## config.mk

```make
export PLATFORM = sky130hd
export DESIGN_NAME = hazard_interlock
export DESIGN_NICKNAME = d
export VERILOG_FILES = /design/src/rtl/hazard_interlock_pkg.sv /design/src/rtl/hazard_interlock_hit.sv /design/src/rtl/hazard_interlock.sv
export SDC_FILE = /design/constraint.sdc
export NUM_CORES = 1
export LEC_CHECK = 0
export CAP_MARGIN = 20
export CORE_MARGIN = 5
export CORE_UTILIZATION = 46
export DETAILED_ROUTE_END_ITERATION = 10
export GPL_ROUTABILITY_DRIVEN = 0
export PLACE_DENSITY = 0.79
export SLEW_MARGIN = 20
export SYNTH_ARGS = -nofsm -noshare
export SYNTH_HDL_FRONTEND = slang
export SYNTH_SLANG_ARGS = --single-unit
export TNS_END_PERCENT = 10
```

## constraint.sdc

```tcl
create_clock -name clk -period 2.2 [get_ports clk]
set_input_delay 0.22 -clock clk [delete_from_list [all_inputs] [get_ports clk]]
set_output_delay 0.22 -clock clk [all_outputs]
set_load 0.01 [all_outputs]
```

## src/rtl/hazard_interlock_pkg.sv

```systemverilog
// Shared pipeline definitions: stage-entry layout, bubble constant and stage indices.
package pipe_pkg;

  typedef struct packed {
    logic       v;
    logic       wr;
    logic       ld;
    logic [4:0] rd;
  } stage_entry_t;

  localparam stage_entry_t BUBBLE   = '0;
  localparam logic [4:0]   REG_ZERO = 5'd0;

  localparam int ST_ID  = 2;
  localparam int ST_EX  = 3;
  localparam int ST_MEM = 4;
  localparam int ST_WB  = 5;

endpackage

```

## src/rtl/hazard_interlock_hit.sv

```systemverilog
// Source-operand match of the ID instruction against one downstream stage entry.
module hazard_hit
  import pipe_pkg::*;
(
  input  stage_entry_t i_entry,
  input  logic         i_valid,
  input  logic [4:0]   i_rs,
  input  logic [4:0]   i_rt,
  input  logic         i_use_rs,
  input  logic         i_use_rt,
  output logic         o_hit
);

  logic w_rs_match;
  logic w_rt_match;

  assign w_rs_match = i_use_rs && (i_rs == i_entry.rd);
  assign w_rt_match = i_use_rt && (i_rt == i_entry.rd);

  // $0 is hard-wired, so a write to it can never create a dependency.
  assign o_hit = i_valid && i_entry.v && i_entry.wr && (i_entry.rd != REG_ZERO) &&
                 (w_rs_match || w_rt_match);

endmodule

```

## src/rtl/hazard_interlock.sv

```systemverilog
// ID-stage interlock: shadows dest info of stages 3..5 and stalls on hazards forwarding cannot cover.
module hazard_interlock
  import pipe_pkg::*;
#(
  parameter int RF_BYPASS = 1,
  parameter int CNT_W     = 16
) (
  input  logic             clk,
  input  logic             rst_n,
  input  logic             valid_2,
  input  logic [4:0]       rs_2,
  input  logic [4:0]       rt_2,
  input  logic             use_rs_2,
  input  logic             use_rt_2,
  input  logic [4:0]       rd_2,
  input  logic             RegWr_2,
  input  logic             MemtoReg_2,
  input  logic             flush_2,
  input  logic             mem_ready_4,
  output logic             PCWr,
  output logic             IFIDWr,
  output logic             bubble_3,
  output logic             pipe_hold,
  output logic [CNT_W-1:0] stall_cnt
);

  stage_entry_t     r_e3, r_e4, r_e5;
  logic [CNT_W-1:0] r_stall_cnt;

  logic w_hit3, w_hit5;
  logic w_mem_wait, w_lu_stall, w_wb_stall, w_kill_e3;

  hazard_hit u_hit_ex (
    .i_entry (r_e3),
    .i_valid (valid_2),
    .i_rs    (rs_2),
    .i_rt    (rt_2),
    .i_use_rs(use_rs_2),
    .i_use_rt(use_rt_2),
    .o_hit   (w_hit3)
  );

  hazard_hit u_hit_wb (
    .i_entry (r_e5),
    .i_valid (valid_2),
    .i_rs    (rs_2),
    .i_rt    (rt_2),
    .i_use_rs(use_rs_2),
    .i_use_rt(use_rt_2),
    .o_hit   (w_hit5)
  );

  assign w_mem_wait = r_e4.v && r_e4.ld && !mem_ready_4;
  assign w_lu_stall = w_hit3 && r_e3.ld;
  assign w_wb_stall = (RF_BYPASS == 0) && w_hit5;
  // A squashed, stalled or empty ID slot enters EX as a bubble.
  assign w_kill_e3  = w_lu_stall || w_wb_stall || flush_2 || !valid_2;

  // Memory wait outranks load-use: the whole back end is frozen, so ID just waits.
  always_comb begin
    // NOTE: every output gets a default first so no path through the block infers a latch.
    PCWr      = 1'b1;
    IFIDWr    = 1'b1;
    bubble_3  = flush_2;
    pipe_hold = 1'b0;
    if (w_mem_wait) begin
      PCWr      = 1'b0;
      IFIDWr    = 1'b0;
      bubble_3  = 1'b0;
      pipe_hold = 1'b1;
    end else if (w_lu_stall || w_wb_stall) begin
      PCWr      = 1'b0;
      IFIDWr    = 1'b0;
      bubble_3  = 1'b1;
    end
  end

  always_ff @(posedge clk or negedge rst_n) begin
    if (!rst_n) begin
      r_e3 <= BUBBLE;
      r_e4 <= BUBBLE;
      r_e5 <= BUBBLE;
    end else if (!w_mem_wait) begin
      // NOTE: non-blocking assignments let the shift read the pre-edge values of every entry.
      r_e5 <= r_e4;
      r_e4 <= r_e3;
      r_e3 <= w_kill_e3 ? BUBBLE
                        : '{v: 1'b1, wr: RegWr_2, ld: MemtoReg_2, rd: rd_2};
    end
  end

  always_ff @(posedge clk or negedge rst_n) begin
    if (!rst_n) begin
      r_stall_cnt <= '0;
    end else if (!PCWr && (r_stall_cnt != '1)) begin
      r_stall_cnt <= r_stall_cnt + CNT_W'(1);
    end
  end

  assign stall_cnt = r_stall_cnt;

endmodule
```

==> run_1/pins.png <==
Scale: 4 px per um. Pins as bars across the die edge, other pins in grey.
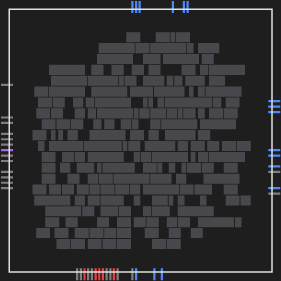
- blue: `stall_cnt` (pins 16; direction output; edge 7 east, 6 north, 3 south)
- purple: `bubble_3` (pins 1; direction output; edge west)
- red: `rt_2` (pins 5; direction input; edge south)
count of port buffers added during placement: 43
Die H: 65.3 um
die boundary width: 65.3 um

==> run_1/final_clocks.png <==
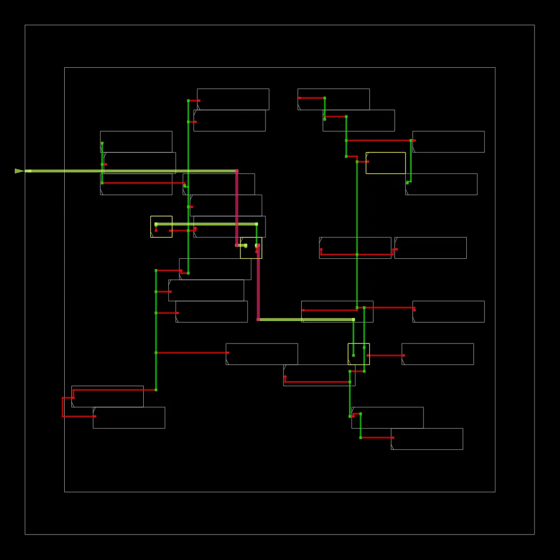
Inserted Clock Buffers: 3
worst clock skew: 9.94 ps
power consumed by the clock network: 243 uW

==> run_1/clock_map.png <==
Scale: 8 px per um.
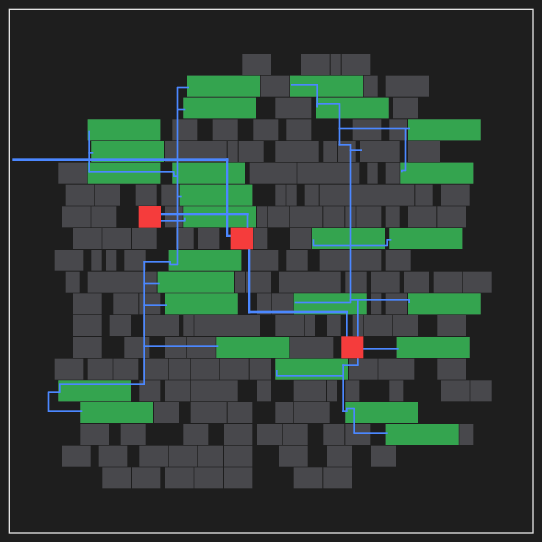
- green: flip-flops (count 26)
- red: cells driving clock nets (count 3)
- blue: clock wires (length 295 um)
- routed clock nets: 4
Late-Pin Clk Latency: 330 ps
Clock power frac: 0.231

==> run_1/cell_classes.png <==
Scale: 6 px per um. Fill, decap, tap and diode cells in grey.
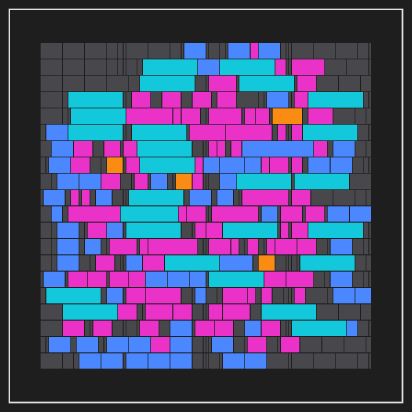
- magenta: all other logic (cells 89)
- blue: other buffers and delay cells (cells 60)
- cyan: flops (cells 26)
- orange: clock drivers and dummy loads (cells 4)
fin util: 0.696
post-route standard cell area excluding fillers: 2090 um^2
flop share of the area: 0.312
placement row count: 20
CORE AREA: 3000 um^2

==> deck_impl_summary.md, run 1 <==
Physical Implementation Snapshot

Critical path
  – Reg2reg start: r_e3[0]
  – Crit start category: flop
  – Crit-path max FO: 5
  – Critical register-to-register path endpoint: stall_cnt[12]
  – Type of destination of the critical path: flop
  – Arrival time at the worst endpoint: approximately 2500 ps
  – Flop2flop setup slack: -60 ps
  – Worst EP required: about 2400 ps
  – Startpoint-to-endpoint class of the critical path: flop to flop
  – Logic depth of the worst register-to-register path: 7

Run status
  – Run status: complete, but fails checks
  – Violated checks: setup timing

Yosys
  – Mean post-synth cell area: approximately 12 um^2
  – Number of flops mapped to enable cells by yosys: 0
  – Cell area after synthesis: 1410 um^2
  – Number of library cell types mapped by synthesis: 34
  – Synth flops: 26
  – Register share after synthesis: 0.463
  – Number of cell instances after yosys synthesis: about 120
  – Post-Syn Instances: around 120
  – Prevailing post-synth register cell: sky130_fd_sc_hd__dfrtp_1
  – Chip Area, Yosys: around 1400 um^2
  – Number of warnings issued by yosys: 0
  – Synth async-reset ratio: 1.00
  – Syn Nets: roughly 140

Detailed routing
  – Vias after detailed routing: about 1200
  – First-iteration detailed-routing DRC count: around 43
  – Final routed DRC violation total: 0
  – Per-cell via count in the routed design: between 5 and 6
  – Length of the first detailed-routing pass in iterations: 4
  – Per-cell routed wire length: about 16 um
  – Routed WL: 3.43 mm
  – Final ANT Viol Nets: 0

Job
  – Log Warnings: 28
  – Reported max-cap violation count: 0

Floorplan
  – Total die size: about 4300 um^2
  – Boundary Pins: between 40 and 50
  – Starting density of the core: 0.468

CTS
  – Clock-pin slew on the worst setup and hold paths: ~140 ps
  – CTS tree: done
  – CTS Root Cell: sky130_fd_sc_hd__clkbuf_4
  – Number of H-tree levels: 1
  – CTS max path bufs: 2
  – Clock sink count: 26
  – Quantity of hold-fixing buffers added after cts: 0

Placed design
  – Detailed-placement wirelength estimate: about 2.5 mm
  – Number of instances in the placed design: just over 200

STA
  – Worst path setup slack after routing: -61.0 ps
  – Crit path time final: 2260 ps
  – F_max: roughly 0.44 GHz
  – Final Max-Slew Violation Tally: 0
  – Number of hold violations in the final report: 0
  – Actual slew at the worst max-slew pin: ~590 ps
  – Setup repair after global routing missed its margin: yes
  – Share of the clock period used by the worst path: 1.03
  – Total setup violations reported at the end of the flow: 5
  – Worst hold-check slack: 230 ps
  – Headroom to the max-slew limit: 0.606

Min path
  – Class of the tightest hold or removal check: input port to async pin

Global route
  – First-pass GRT wire length: around 5.8 mm
  – Initial antenna violation count: 0
  – Maximum number of pins on one net before global-route repair: 27
  – Global router's overall resource usage: 0.174
  – Gr ovfl total: 0
  – Via count of the first global-routing pass: between 1000 and 1500

Power and ir drop
  – PD cells: slightly above 500 nW/um^2
  – Worst-case vdd ir drop: roughly 350 uV
  – Leakage power summed over all cells: 0.000902 uW

Cells and area
  – Top Layout Cells: 40 x sky130_fd_sc_hd__clkdlybuf4s50_1, 25 x sky130_fd_sc_hd__dfrtp_1, 20 x sky130_fd_sc_hd__xor2_1, 14 x sky130_fd_sc_hd__buf_4
  – Layout-stage area growth over the synthesis result: 48.7%
  – Antenna cell count: 0
  – Most instantiated logic cell after routing: sky130_fd_sc_hd__clkdlybuf4s50_1
  – Number of nets in the layout: 205
  – Final Instance Count excl. Fillers: between 200 and 250
  – Proportion of layout cells with a drive suffix above 1: 0.279
[run 1: cell families (layout without fill, tap and decap cells)]
group	after synthesis	count (layout)	synth area share
muxes	3	3	0.0240
adders and majority gates	1	1	0.00890
AOI/OAI and AO/OA	12	12	0.0845
xor gates and xnor gates	22	22	0.137
and+or+nand+nor	50	50	0.254
buffers and inverters	5	65	0.0285
DFF	26	26	0.463
[run 1: registers in the layout, indices dropped and copies added, names as in the netlist]
register and count:
stall_cnt 16, r_e3 8, r_e4 2
[run 1: layout make-up]
class                      instances  area [um^2]
fill                             229          912
multi-input combinational         88          778
sequential                        26          652
timing repair buffer              60          579
tap                               33         41.3
clock buffer                       4         36.3
inverter                           1         3.75
[run 1: stage by stage]
step | total power (uW) | setup TNS [ps] | area [um^2] | setup WS (ps)
floorplan | 660 | 0 | 1410 | 229
global placement | 802 | -1250 | 1920 | -167
detailed placement | 810 | -1820 | 1920 | -204
CTS | 1060 | -230 | 2070 | -59.9
global route | 1110 | -829 | 2090 | -139
finish | 1050 | -156 | 2090 | -61.0
[run 1: per-layer routing]
layer,part of all wire,vias to the layer above,track usage
met3,0.053,8,0.0513
met1,0.41,578,0.208
met5,0,-,0
met2,0.52,38,0.305
li1,-,551,-
met4,0.018,0,0.0466
[run 1: power by group]
part           switching [uW]  internal [uW]  leakage, uW
logic                    95.1            148     0.000553
registers                50.6            518     0.000328
clock network             142            101    0.0000210
total                     288            767     0.000902
[run 1: how the worst max path moves through the flow]
stage | from | endpoint | slack [ps] | depth (start not counted)
2_1_floorplan | r_e3[4] | stall_cnt[13] | 230 | 7
3_3_place_gp | rt_2[4] | PCWr | -170 | 6
3_5_place_dp | rt_2[4] | stall_cnt[13] | -200 | 8
4_1_cts | r_e3[2] | stall_cnt[14] | -60 | 7
5_1_grt | r_e3[4] | stall_cnt[12] | -140 | 7
6_report | r_e3[0] | stall_cnt[12] | -60 | 7
[run 1: Yosys cell counts (3+ instances only)]
cell                      number  share of area
sky130_fd_sc_hd__nand3_1       8          0.028
sky130_fd_sc_hd__nor4_4        4          0.060
sky130_fd_sc_hd__nor3_1        5          0.018
sky130_fd_sc_hd__dfrtp_1      26           0.46
sky130_fd_sc_hd__mux2_2        3          0.024
sky130_fd_sc_hd__nand2_1       8          0.021
sky130_fd_sc_hd__a22o_1        6          0.037
sky130_fd_sc_hd__xor2_1       20           0.12
sky130_fd_sc_hd__nor4_1        3          0.013
sky130_fd_sc_hd__nor2_1        8          0.021
[run 1: critical path, stage by stage, from the launching register on]
cell	delay (ps)
sky130_fd_sc_hd__dfrtp_1	450
sky130_fd_sc_hd__xor2_1	190
sky130_fd_sc_hd__nor4_2	270
sky130_fd_sc_hd__a32oi_2	170
sky130_fd_sc_hd__o32a_4	370
sky130_fd_sc_hd__bufbuf_16	280
sky130_fd_sc_hd__nor2_2	120
sky130_fd_sc_hd__mux2_4	320
[run 1: what timing repair did]
action	4_1_cts	5_1_grt
endpoints found under the setup margin	4	16
gates cloned	1	0
pin swaps	10	6
setup buffers	5	0
resized	24	4
==> run_1/met2.png <==
Scale: 6 px per um. Cells faint in the background.
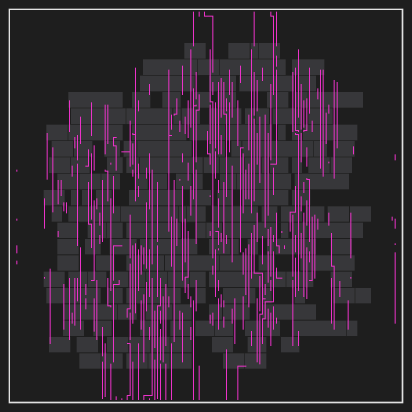

==> run 1 -> run 2 <==
==> constraint.sdc (replaced) <==
create_clock -name clk -period 2.25 [get_ports clk]
set_input_delay 0.225 -clock clk [delete_from_list [all_inputs] [get_ports clk]]
set_output_delay 0.225 -clock clk [all_outputs]
set_load 0.01 [all_outputs]
==> run_2/met2.png <==
Scale: 6 px per um. Cells faint in the background.
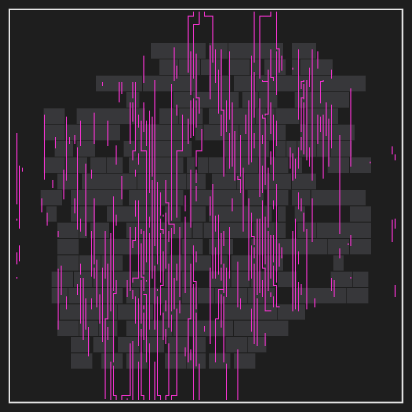
- wire length on this layer: 1810 um
- share of all routed wire: 52%
- longest straight run: 27.5 um
- nets with wire on the layer: 192
- main direction: vertical

==> run 2 against run 1 <==
The run still ends with setup timing left. Worst hold slack better by 28 ps. Synthesized cell count unchanged. First-iteration DRC count down 23%. Sequential power fell by 2%. Clock skew decreased by 1.7 ps. Critical path depth rose by 1. Via count is 0.26% lower. Count of clock-buffer cells in the layout shrank 1. Cell area grew 2.4%. Critical endpoint unchanged. Largest cell class unchanged.
==> deck_impl_summary.md, run 2 <==
Physical Implementation Snapshot

Global route
  – Global router's overall resource usage: 0.171
  – Initial antenna violation count: 0
  – Maximum number of pins on one net before global-route repair: 27
  – Gr ovfl total: 0

Yosys
  – Number of cell instances after yosys synthesis: around 120
  – Synth async-reset ratio: 1.00
  – Commonest cells in the netlist: 26 x sky130_fd_sc_hd__dfrtp_1, 20 x sky130_fd_sc_hd__xor2_1, 8 x sky130_fd_sc_hd__nand2_1, 8 x sky130_fd_sc_hd__nand3_1, 8 x sky130_fd_sc_hd__nor2_1
  – Number of library cell types mapped by synthesis: 34
  – Prevailing post-synth register cell: sky130_fd_sc_hd__dfrtp_1
  – Cell area after synthesis: ~1400 um^2
  – Chip Area, Yosys: about 1400 um^2
  – Synth flops: 26
  – Leading post-synthesis cells by cell area: sky130_fd_sc_hd__dfrtp_1 46%, sky130_fd_sc_hd__xor2_1 12%, sky130_fd_sc_hd__nor4_4 6.0%

Run status
  – Violated checks: setup timing
  – Run status: complete, but fails checks

Placed design
  – Count of port buffers added during placement: 43
  – Detailed-placement wirelength estimate: about 2.4 mm
  – Number of instances in the placed design: 200

Critical path
  – Critical path cell sequence: xor2_4 -> nor4_4 -> a32oi_2 -> o32a_4 -> buf_8 -> buf_6 -> nor2_4 -> mux2_4
  – Crit start category: flop
  – Type of destination of the critical path: flop
  – Crit-path max FO: 7

Power and ir drop
  – PD cells: approximately 470 nW/um^2
  – Worst-case vdd ir drop: roughly 290 uV
  – Internal power summed over all cells: 724 uW

Floorplan
  – Starting density of the core: 0.468
  – CORE AREA: between 3000 and 4000 um^2
  – Die boundary width: about 65 um
  – Die H: about 65 um
  – Total die size: ~4300 um^2
  – Boundary Pins: between 40 and 50

Min path
  – Class of the tightest hold or removal check: input port to async pin

STA
  – Share of the clock period used by the worst path: 1.02
  – Headroom to the max-slew limit: 0.562
  – Worst path setup slack after routing: -55.4 ps
  – F_max: 0.434 GHz
  – Final Max-Slew Violation Tally: 0
  – Number of hold violations in the final report: 0
  – Crit path time final: 2310 ps
  – Actual slew at the worst max-slew pin: roughly 650 ps
  – Total setup violations reported at the end of the flow: 4
  – Setup repair after global routing missed its margin: yes

Detailed routing
  – Per-cell routed wire length: ~16 um
  – Final ANT Viol Nets: 0
  – Routed WL: between 3 and 4 mm
  – Final routed DRC violation total: 0

CTS
  – CTS tree: done
  – CTS Root Cell: sky130_fd_sc_hd__clkbuf_4
  – Clock-pin slew on the worst setup and hold paths: 130 ps
  – Number of H-tree levels: 1
  – Clock sink count: 26

Cells and area
  – Footprint of the multi-input gates: approximately 860 um^2
  – Sequential cell area: between 600 and 700 um^2
  – Antenna cell count: 0
  – Final Instance Count excl. Fillers: around 210
  – Top Layout Cells: 40 x sky130_fd_sc_hd__clkdlybuf4s50_1, 24 x sky130_fd_sc_hd__dfrtp_1, 18 x sky130_fd_sc_hd__xor2_1, 13 x sky130_fd_sc_hd__buf_4, 8 x sky130_fd_sc_hd__nand2_1

Job
  – Log Warnings: 28
  – Reported max-cap violation count: 0
==> run_2/clock_map.png <==
Scale: 8 px per um.
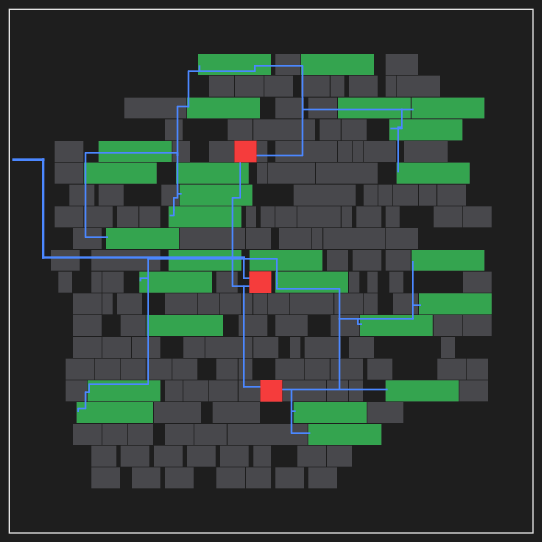
worst clock skew: 8.20 ps
Clock power frac: 0.190
power consumed by the clock network: 192 uW
Late-Pin Clk Latency: 320 ps

run 2: cell families (layout without fill, tap and decap cells):
family                     Yosys count  in the layout  share of synthesized area
AOI/OAI and AO/OA                   12             12                     0.0845
xor gates and xnor gates            22             22                      0.137
adders and majority gates            1              1                    0.00890
buffers and inverters                5             64                     0.0285
DFF                                 26             26                      0.463
muxes                                3              3                     0.0240
and+or+nand+nor                     50             50                      0.254
run 2: worst max-delay path, delay by kind of cell (launching register included):
kind / cells / cell delay (ps)
AND-OR/OR-AND: 2 / 550
XOR/XNOR: 1 / 180
buffers and inverters: 2 / 270
flip-flops: 1 / 480
multiplexers: 1 / 300
AND/OR/NAND/NOR: 2 / 400
run 2: final timing paths:
| check | from | to | slack (ps) | cells after the start |
|---|---|---|---|---|
| worst max-delay path | r_e3[2] | stall_cnt[12] | -60 | 8 |
| max in group asynchronous | rst_n | r_e3[4] | 1720 | 2 |
| worst min-delay path | rst_n | stall_cnt[3] | 260 | 2 |
| min in group clk | rd_2[2] | r_e3[2] | 490 | 2 |
| worst min register to register | stall_cnt[10] | stall_cnt[10] | 500 | 1 |
| worst max register to register | r_e3[2] | stall_cnt[12] | -60 | 8 |
run 2: power by group through the flow:
stage	logic (uW)	clock network (uW)	registers (uW)
3_5_place_dp	227	0	564
3_3_place_gp	222	0	561
2_1_floorplan	76.0	0	569
6_report	261	192	557
5_1_grt	280	213	565
4_1_cts	238	202	555
run 2: final cells by class:
cell class	count	area share
sequential	26	0.305
timing repair buffer	60	0.262
clock buffer	3	0.0105
tap	33	0.0193
inverter	1	0.00175
multi-input combinational	88	0.401
run 2: stage by stage:
stage	hold WS [ps]	setup slack (ps)	instance area, um^2	utilization
4_1_cts	261	-88.5	2050	0.683
6_report	258	-55.4	2140	0.713
2_1_floorplan	-70.6	279	1410	-
3_3_place_gp	475	-171	1910	0.636
5_1_grt	279	-143	2140	0.713
3_5_place_dp	482	-226	1910	0.636
run 2: routing by layer:
layer	global-route usage	vias up	wire (um)
li1	-	549	-
met1	0.193	572	1320
met2	0.311	39	1810
met3	0.0342	12	164
met4	0.0725	0	166
met5	0	-	0
run 2: what timing repair did:
| action | in CTS | in global routing |
|---|---|---|
| endpoints found under the setup margin | 6 | 27 |
| resized | 27 | 18 |
| hold buffers | 0 | 0 |
| setup buffers | 7 | 1 |
| endpoints found under the hold margin | 0 | 0 |
| pin swaps | 11 | 16 |
Power is estimated from default activity; no workload was simulated.
